[config.mk]
export PLATFORM = sky130hd
export DESIGN_NAME = cpu_ctl_flat
export DESIGN_NICKNAME = d
export VERILOG_FILES = /design/src/rtl/typedefs.sv /design/src/rtl/cpu_ctl_if.sv /design/src/rtl/cpu_ctl_dec.sv /design/src/rtl/cpu_ctl.sv /design/src/flat_wrapper.sv
export SDC_FILE = /design/constraint.sdc
export NUM_CORES = 1
export LEC_CHECK = 0
export CELL_PAD_IN_SITES_DETAIL_PLACEMENT = 1
export CELL_PAD_IN_SITES_GLOBAL_PLACEMENT = 1
export CORE_UTILIZATION = 28
export DETAILED_ROUTE_END_ITERATION = 6
export PLACE_DENSITY = 0.83
export SLEW_MARGIN = 5
export SYNTH_ARGS = -nofsm -noshare
export SYNTH_HDL_FRONTEND = slang
export SYNTH_SLANG_ARGS = --single-unit
[constraint.sdc]
create_clock -name clk -period 1.95 [get_ports clk]
set_clock_uncertainty 0.1 [all_clocks]
set_input_delay 0.2925 -clock clk [delete_from_list [all_inputs] [get_ports clk]]
set_output_delay 0.2925 -clock clk [all_outputs]
set_load 0.005 [all_outputs]
[src/rtl/typedefs.sv]
// Shared types for the lab CPU: opcodes, sequencer phases, strobe bundle.
package typedefs;

    typedef enum logic [2:0] {
        HLT, SKZ, ADD, AND, XOR, LDA, STO, JMP
    } opcode_t;

    typedef enum logic [2:0] {
        INST_ADDR, INST_FETCH, INST_LOAD, IDLE,
        OP_ADDR, OP_FETCH, ALU_OP, STORE
    } state_t;

    typedef struct packed {
        logic mem_rd;
        logic mem_wr;
        logic load_ir;
        logic load_ac;
        logic inc_pc;
        logic load_pc;
        logic halt;
    } strobe_t;

    function automatic logic is_aluop(opcode_t op);
        return op inside {ADD, AND, XOR, LDA};
    endfunction

endpackage

[src/rtl/cpu_ctl_if.sv]
// Controller <-> datapath bundle: opcode/zero in, strobes and debug out.
// instr_cnt exists only when CPU_CTL_INSTR_CNT_EN is defined.
interface cpu_ctl_if #(parameter int CNT_W = 16);
    import typedefs::*;

    opcode_t opcode;
    logic    zero;
    logic    mem_rd;
    logic    mem_wr;
    logic    load_ir;
    logic    load_ac;
    logic    inc_pc;
    logic    load_pc;
    logic    halt;
    state_t  phase;
`ifdef CPU_CTL_INSTR_CNT_EN
    logic [CNT_W-1:0] instr_cnt;
`endif

    modport master (
        input  opcode, zero,
        output mem_rd, mem_wr, load_ir, load_ac,
        output inc_pc, load_pc, halt, phase
`ifdef CPU_CTL_INSTR_CNT_EN
        , output instr_cnt
`endif
    );

    modport slave (
        output opcode, zero,
        input  mem_rd, mem_wr, load_ir, load_ac,
        input  inc_pc, load_pc, halt, phase
`ifdef CPU_CTL_INSTR_CNT_EN
        , input instr_cnt
`endif
    );

endinterface

[src/rtl/cpu_ctl_dec.sv]
// Combinational strobe decode from (phase, opcode, zero).
module cpu_ctl_dec
    import typedefs::*;
(
    input  state_t  phase,
    input  opcode_t opcode,
    input  logic    zero,
    output strobe_t strb
);

    logic aluop;

    assign aluop = is_aluop(opcode);

    always_comb begin
        strb = '0;
        unique case (1'b1)
            phase == INST_FETCH: begin
                strb.mem_rd = 1'b1;
            end
            phase == INST_LOAD,
            phase == IDLE: begin
                strb.mem_rd  = 1'b1;
                strb.load_ir = 1'b1;
            end
            phase == OP_ADDR: begin
                strb.inc_pc = (opcode != HLT);
                strb.halt   = (opcode == HLT);
            end
            phase == OP_FETCH: begin
                strb.mem_rd = aluop;
            end
            phase == ALU_OP: begin
                strb.load_ac = aluop;
                strb.mem_rd  = aluop;
                strb.inc_pc  = (opcode == SKZ) && zero;
                strb.load_pc = (opcode == JMP);
            end
            phase == STORE: begin
                strb.load_ac = aluop;
                strb.mem_rd  = aluop;
                strb.inc_pc  = (opcode == JMP);
                strb.load_pc = (opcode == JMP);
                strb.mem_wr  = (opcode == STO);
            end
            default: begin
                strb = '0;
            end
        endcase
    end

endmodule

[src/rtl/cpu_ctl.sv]
// Eight-phase fetch/execute sequencer with sticky halt.
// Optional retired-instruction counter under CPU_CTL_INSTR_CNT_EN.
module cpu_ctl
    import typedefs::*;
#(
    parameter int CNT_W = 16
) (
    input  logic     clk,
    input  logic     rst_,
    cpu_ctl_if.master bus
);

    state_t  phase_q;
    logic    halted;
    strobe_t dec;

    cpu_ctl_dec u_dec (
        .phase  (phase_q),
        .opcode (bus.opcode),
        .zero   (bus.zero),
        .strb   (dec)
    );

    always_ff @(posedge clk) begin
        if (!rst_) begin
            phase_q <= INST_ADDR;
            halted  <= 1'b0;
        end else if (!halted) begin
            if (phase_q == OP_ADDR && bus.opcode == HLT) begin
                halted  <= 1'b1;
                phase_q <= INST_ADDR;
            end else begin
                // STORE wraps back to INST_ADDR
                phase_q <= state_t'(phase_q + 3'd1);
            end
        end
    end

    assign bus.mem_rd  = dec.mem_rd  & ~halted;
    assign bus.mem_wr  = dec.mem_wr  & ~halted;
    assign bus.load_ir = dec.load_ir & ~halted;
    assign bus.load_ac = dec.load_ac & ~halted;
    assign bus.inc_pc  = dec.inc_pc  & ~halted;
    assign bus.load_pc = dec.load_pc & ~halted;
    assign bus.halt    = dec.halt    |  halted;
    assign bus.phase   = phase_q;

`ifdef CPU_CTL_INSTR_CNT_EN
    logic [CNT_W-1:0] cnt;

    // HLT never reaches STORE, so it is never counted
    always_ff @(posedge clk) begin
        if (!rst_) begin
            cnt <= '0;
        end else if (!halted && phase_q == STORE && cnt != '1) begin
            cnt <= cnt + CNT_W'(1);
        end
    end

    assign bus.instr_cnt = cnt;
`endif

endmodule

[src/flat_wrapper.sv]
// flat-port wrapper written by rule: the top's interface ports become plain ports
module cpu_ctl_flat import typedefs::*;
#(
    parameter int CNT_W = 16
)
  (clk, rst_, bus_opcode, bus_zero, bus_mem_rd, bus_mem_wr, bus_load_ir, bus_load_ac, bus_inc_pc, bus_load_pc, bus_halt, bus_phase);
  cpu_ctl_if #(.CNT_W(CNT_W)) bus_i ();
  input  logic clk;
  input  logic rst_;
  input wire logic [$bits(bus_i.opcode)-1:0] bus_opcode;
  input wire logic [$bits(bus_i.zero)-1:0] bus_zero;
  output wire logic [$bits(bus_i.mem_rd)-1:0] bus_mem_rd;
  output wire logic [$bits(bus_i.mem_wr)-1:0] bus_mem_wr;
  output wire logic [$bits(bus_i.load_ir)-1:0] bus_load_ir;
  output wire logic [$bits(bus_i.load_ac)-1:0] bus_load_ac;
  output wire logic [$bits(bus_i.inc_pc)-1:0] bus_inc_pc;
  output wire logic [$bits(bus_i.load_pc)-1:0] bus_load_pc;
  output wire logic [$bits(bus_i.halt)-1:0] bus_halt;
  output wire logic [$bits(bus_i.phase)-1:0] bus_phase;
  assign bus_i.opcode = bus_opcode;
  assign bus_i.zero = bus_zero;
  assign bus_mem_rd = bus_i.mem_rd;
  assign bus_mem_wr = bus_i.mem_wr;
  assign bus_load_ir = bus_i.load_ir;
  assign bus_load_ac = bus_i.load_ac;
  assign bus_inc_pc = bus_i.inc_pc;
  assign bus_load_pc = bus_i.load_pc;
  assign bus_halt = bus_i.halt;
  assign bus_phase = bus_i.phase;
  cpu_ctl #(.CNT_W(CNT_W)) u_core (.clk(clk), .rst_(rst_), .bus(bus_i));
endmodule
Figure 1. Metal 1 (run 1).
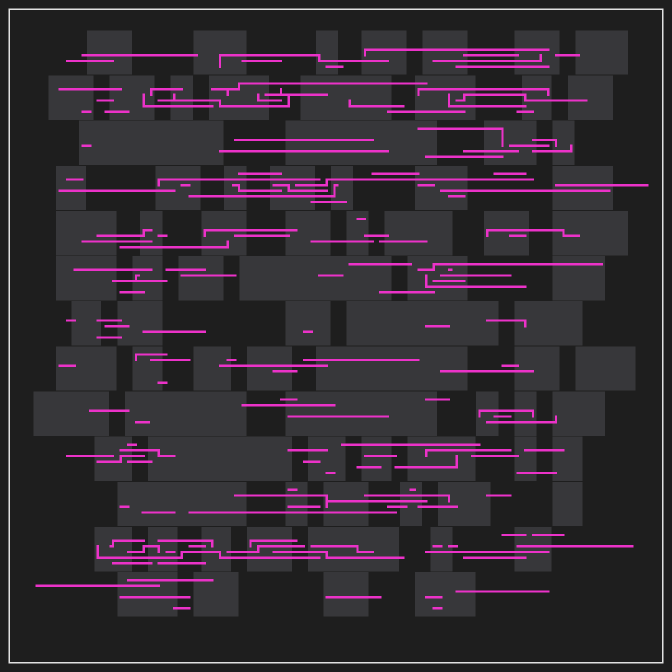
nets with wire on the layer: 76
share of all routed wire: 37%
wire length on this layer: 577 um
main direction: horizontal
longest straight run: 12.4 um

Figure 2. The metal 2 layer (run 1).
Bar = 10 um.
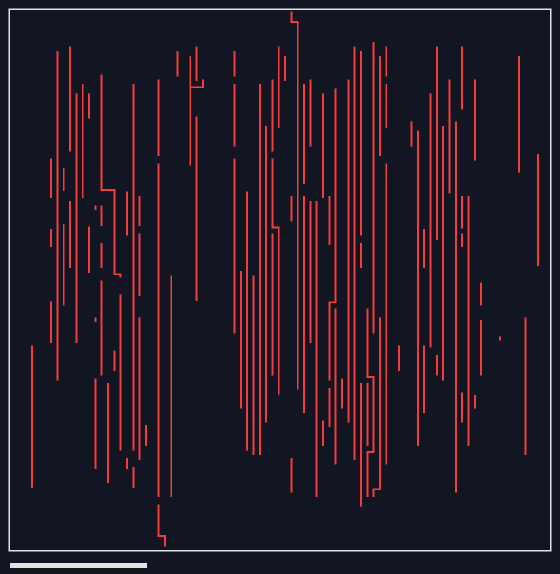
share of all routed wire: 59%
nets with wire on the layer: 83

Figure 3. M3 wires (run 1).
Bar = 10 um.
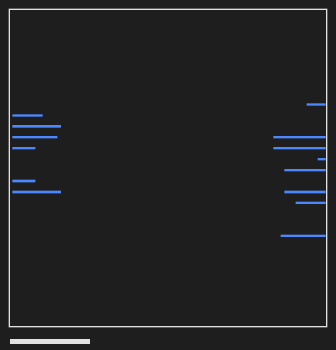
wire length on this layer: 58.9 um
nets with wire on the layer: 14
main direction: horizontal
share of all routed wire: 3.8%
longest straight run: 6.20 um

Figure 4. Clock nets (run 1).
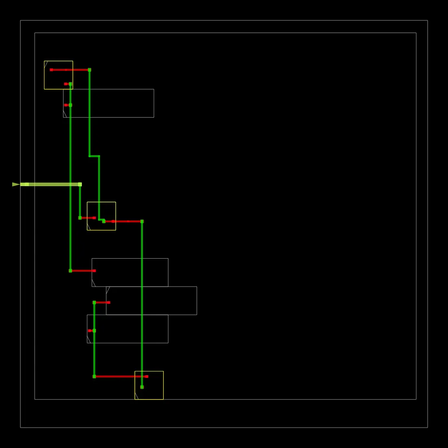
Seq cells: 4
number of buffers added by the clock tree synthesis step: 3
total clock sinks: 4

==> results.toml <==
# implementation run metrics
[run_status]
status = "finished with violations"
violated_checks = "setup timing"

[synthesis]
seq_area_frac_synth_pct = 20.6
synth.yosys.warnings = 0
synth.lib_cells_used.distinct = 25
synth_flop_count = 4
synthDominantAreaCellType = "sky130_fd_sc_hd__dfxtp_1"
syn_avg_cell_area_um2 = 7.94
syn-instance-count = 49

[timing]
postLayoutSetupSlackWorst_ns = -0.205
report.final.setup_viol = 2
layout_worst_path_cycle_share_pct = 111
maximum_clock_rate_ghz = 0.464
grt_setup_unrepaired = "yes"
setup-tns-final_ns = -0.211

[grt]
grt_max_degree = 10
grt_use_total_pct = 21.4

[final_layout]
final_layout_top_logic_cells = "sky130_fd_sc_hd__buf_4, sky130_fd_sc_hd__nor2_1, sky130_fd_sc_hd__clkdlybuf4s50_1"
design.final.nets = 96
layout_top_cell = "sky130_fd_sc_hd__buf_4"
post_layout_nonfiller_instances = 97

[routing]
detail_route.first_pass.iterations = 4
detail_route.vias_per_cell = 4.99
drt-wirelength-per-cell_um = 15.9
drtAntennaViolNets = 0

[setup_path]
worst-endpoint-arrival_ns = 1.76
worst_path_max_delay_cell = "sky130_fd_sc_hd__a2111oi_2"
critical_path_class = "flop to output pin"
worstSetupEndpointType = "output pin"
worst-path-max-fanout = 3
start_kind = "flop"
worstPathCellList = "inv_4 > ha_4 > nand4_1 > o31a_1 > a2111oi_2 > buf_2"

[clocking]
ctsResizeCount = 30
insertion_delay_ns = 0.24

[job]
tool_warnings = 32

[worst_hold_path]
hold_class = "flop to flop"

[floorplanning]
design.die.area_mm2 = 0.00154
die_width_um = 39.3

[place]
buffer_ports.inserted = 15
gpl.final_weighted_congestion = 0.731

[power_and_ir_drop]
vdd.ir_drop.worst_uv = 322
-- run 1: power by group --
part,leakage (nW),total (W),switching (W),internal (W)
combinational,0.296,0.000163,0.0000679,0.0000956
clock,0.0138,0.000106,0.0000366,0.0000690
sequential,0.0345,0.000102,0.0000128,0.0000894
-- run 1: path summary, 6_finish.rpt --
kind,end,start,cells past startpoint
setup reg to reg,u_core.halted$_SDFF_PN0_,u_core.bus.phase[0]$_SDFFE_PN0N_,7
hold / removal,u_core.bus.phase[1]$_SDFFE_PN0N_,u_core.halted$_SDFF_PN0_,3
setup / recovery,bus_inc_pc,u_core.bus.phase[0]$_SDFFE_PN0N_,6
hold reg to reg,u_core.bus.phase[1]$_SDFFE_PN0N_,u_core.halted$_SDFF_PN0_,3
-- run 1: stage by stage --
| step | utilization, % | worst slack (ns) | instance area (um^2) | hold WS, ns |
|---|---|---|---|---|
| floorplan | - | 0.242 | 389 | 0.314 |
| global placement | 50.6 | -0.501 | 658 | 0.524 |
| detailed placement | 50.6 | -0.585 | 658 | 0.531 |
| CTS | 56.3 | -0.152 | 733 | 0.527 |
| global route | 59.2 | -0.332 | 771 | 0.576 |
| finish | 59.2 | -0.205 | 771 | 0.543 |
-- run 1: cell families after synthesis --
group | count (synthesis) | synth area share, %
XOR/XNOR | 1 | 2.25
buffers and inverters | 8 | 9.97
adder cells (fa/ha/maj) | 6 | 19.3
AND-OR/OR-AND | 10 | 22.8
flip-flops | 4 | 20.6
AND/OR/NAND/NOR | 20 | 25.1
-- run 1: cells in the mapped netlist --
library cell and number:
sky130_fd_sc_hd__ha_1 6, sky130_fd_sc_hd__nor2_1 6, sky130_fd_sc_hd__inv_1 5, sky130_fd_sc_hd__dfxtp_1 4
sky130_fd_sc_hd__nand2_1 3, sky130_fd_sc_hd__nand3_1 3, sky130_fd_sc_hd__nor3_1 3, sky130_fd_sc_hd__o21ai_0 2
sky130_fd_sc_hd__a2111oi_2 1, sky130_fd_sc_hd__a21boi_1 1, sky130_fd_sc_hd__a311o_1 1, sky130_fd_sc_hd__a31o_2 1
sky130_fd_sc_hd__a32o_1 1, sky130_fd_sc_hd__and2_1 1, sky130_fd_sc_hd__buf_2 1, sky130_fd_sc_hd__buf_6 1
sky130_fd_sc_hd__clkbuf_1 1, sky130_fd_sc_hd__nand2b_1 1, sky130_fd_sc_hd__nand4_1 1, sky130_fd_sc_hd__nand4b_1 1
sky130_fd_sc_hd__o211ai_1 1, sky130_fd_sc_hd__o221a_2 1, sky130_fd_sc_hd__o31a_1 1, sky130_fd_sc_hd__or3_1 1
sky130_fd_sc_hd__xnor2_1 1
-- run 1: cell type report --
class | count | area, um^2
Clock buffer | 3 | 22.5
Fill cell | 158 | 531
Inverter | 5 | 21.3
Multi-Input combinational cell | 37 | 345
Sequential cell | 4 | 88.8
Tap cell | 15 | 18.8
Timing Repair Buffer | 33 | 274
-- run 1: registers in the layout (all words and copies together), names as in the netlist --
name / flops
u_core.halted: 1
u_core.bus.phase: 3
-- run 1: metal layers --
layer / vias up / track usage, % / share of wire [%]
li1: 240 / - / -
met1: 230 / 21.8 / 37
met2: 14 / 39.6 / 59
met3: 0 / 3.98 / 3.7
met4: 0 / 12.9 / 0
met5: - / 0 / 0
Power is estimated from default activity; no workload was simulated.
